==> config.mk <==
export PLATFORM = sky130hd
export DESIGN_NAME = seq_alu_flat
export DESIGN_NICKNAME = d
export VERILOG_FILES = /design/src/rtl/seq_alu_if.sv /design/src/rtl/seq_alu.sv /design/src/flat_wrapper.sv
export SDC_FILE = /design/constraint.sdc
export NUM_CORES = 1
export LEC_CHECK = 0
export ABC_CLOCK_PERIOD_IN_PS = 6350
export CORE_ASPECT_RATIO = 1.1
export CORE_MARGIN = 3
export CORE_UTILIZATION = 35
export DETAILED_ROUTE_END_ITERATION = 6
export SYNTH_ARGS = -nofsm -noshare
export SYNTH_HDL_FRONTEND = slang
export SYNTH_SLANG_ARGS = --single-unit
==> constraint.sdc <==
create_clock -name clk -period 6.35 [get_ports clk]
set_input_delay 0.9525 -clock clk [delete_from_list [all_inputs] [get_ports clk]]
set_output_delay 0.9525 -clock clk [all_outputs]
set_load 0.005 [all_outputs]
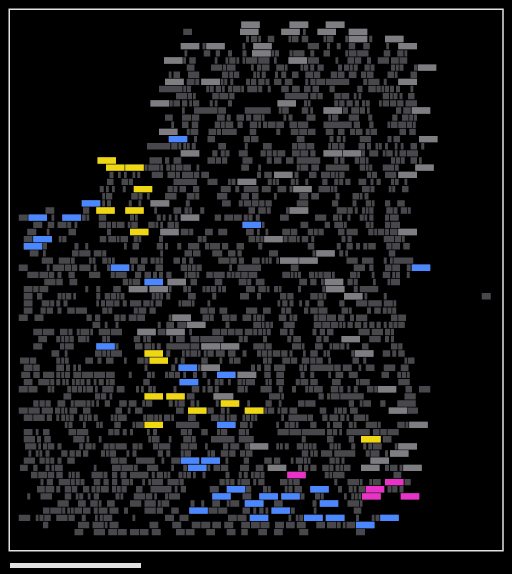
Fig. 1. Sequential cells grouped by signal name.
Scale bar: 50 um.
| signal | colour | placed flops |
|---|---|---|
| `u_core.bus.result` | blue | 32 |
| `u_core.y_q` | yellow | 16 |
| `u_core.cnt_q` | magenta | 5 |
not coloured: 70
sequential power: 0.000865 W
final core utilization: 0.4054
fraction of area in registers: 0.1717

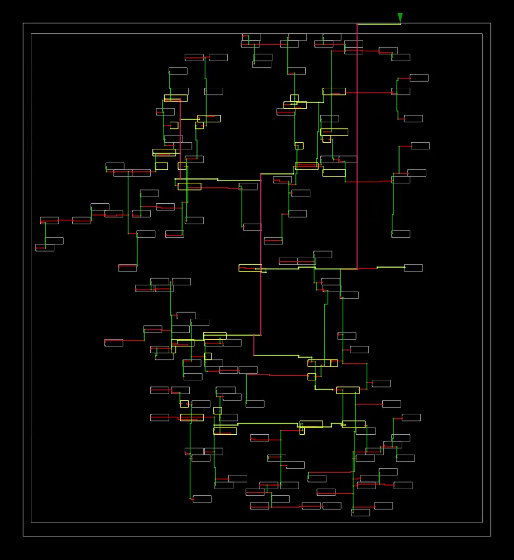
Fig. 2. Clock wiring as the flow saved it.
seq_cells: 123
skew final: 21.86 ps
cts bufs inserted: 17
# clock sinks: 123

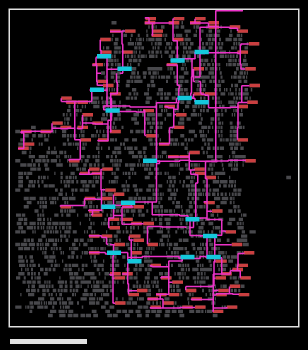
Fig. 3. Clock wires, drivers and flops.
Scale bar: 50 um.
[flip-flops] red | count: 123
[clock wires] magenta | length: 2200 um
[clock drivers] cyan | count: 17
routed clock nets: 18
clock network power share: 0.314
Late-Pin Clk Latency: 450 ps
P_clk: 0.000986 W

==> flow_summary_export.csv <==
group,metric,value,unit
outcome,status,"completed",
timing,maxSlewHeadroom,0.2368,
layout,buffers,99,
layout,inv_count,83,
logic_synthesis,ys.flops,123,
setup_path,slowest_delay,610,ps
global_route,grt_use_met3,0.03953,
layout,seq_area,2465,um2
global_route,grt_util_met1,0.3319,
die,ios,74,
timing,fmax,0.1829,GHz
timing,final.setup.tns,0,ps
logic_synthesis,ys_cells,1754,
die,fp_util,0.3578,
logic_synthesis,ys_area,12670,um2
run,tool_warnings,58,
setup_path,r2r_slack,880,ps
die,taps,481,
timing,finalMaxSlewViolations,0,
placement,io_buffers,73,
setup_path,critPathKind,"reg2reg",
setup_path,crit_arrival,5720,ps
logic_synthesis,synthesis.nets,1898,
logic_synthesis,yosysWarnings,0,
route,vias,13570,
logic_synthesis,yosys-mux-area-fraction,0.03437,
power_and_ir_drop,peakVddDrop,0.1936,mV
power_and_ir_drop,power_frac_seq,0.275,
die,core,35400,um2
timing,fin_ws,884.0,ps
logic_synthesis,top_area_cell,"dfxtp_1",
setup_path,end_kind,"flop",
global_route,antenna_found_initial,0,
clock_network,postCtsSetupBuffers,0,
layout,bufAreaShareNonClock,0.06434,
clock_network,cts_resized,0,
global_route,grt_pass1_wl,74920,um
power_and_ir_drop,leakagePower,5.582,nW
route,highest_layer,"met4",
die,chipWidth,187.4,um
clock_network,clk_root_buffer_cell,"clkbuf_16",
setup_path,start_kind,"flop",
logic_synthesis,common_cells,"nor2_1, nand2_1, a21oi_1",
power_and_ir_drop,powerDensity,218.9,nW/um2
layout,stdcell_count,2254,
layout,multiInputGateArea,9478,um2
setup_path,worst-path-buf-inv,4,
global_route,busiest_layer,"met2",
logic_synthesis,avgSynthCellArea,7.222,um2
route,antenna_left,0,
timing,finalSetupViolCount,0,
layout,comb_cells,1436,
setup_path,cp_top_family,"AND-OR/OR-AND gates",
logic_synthesis,edf_count,0,
layout,dominant-cell-class,"logic gates",
die,die-area,38510,um2
die,die_y,205.5,um
logic_synthesis,synthAoiAreaFrac,0.3106,
route,drt-total-wl,48320,um
worst_hold_path,hp-class,"reg2reg",
power_and_ir_drop,powerComb,0.00129,W
placement,dp_hpwl,36190,um
logic_synthesis,synth.distinct_cells,86,
route,drtIter0Drc,1588,
logic_synthesis,synthMostInstantiatedCell,"nor2_1",
power_and_ir_drop,power_frac_comb,0.411,
global_route,grt_pass1_vias,12610,
logic_synthesis,yosysSeqAreaShare,0.1944,
layout,finish.instance_area,14350,um2
route,detail_route.vias_per_cell,6.020,
clock_network,clkTransAtPathRegs,70,ps
clock_network,htree_levels,4,
setup_path,crit_required,6610,ps
power_and_ir_drop,switchingPower,0.001282,W
logic_synthesis,synth_cells,1754,
logic_synthesis,synth.cellmix.simpleShare,0.2178,
setup_path,cp_max_fo,27,
logic_synthesis,synth_top_area_share,0.1944,
placement,placed_cells,2222,
global_route,grt_overflow,0,
timing,hold-worst-slack,458.6,ps
timing,post-route-min-period,5466,ps
layout,lay_top_count,"nor2_1",
global_route,grt_max_degree,92,
power_and_ir_drop,finalPower,0.003142,W
logic_synthesis,synthArstFlopShare,0,
worst_hold_path,min_path_cells,2,
power_and_ir_drop,power.share.switching,0.4081,
No activity file was given, so power comes from the tool's default toggle rates.
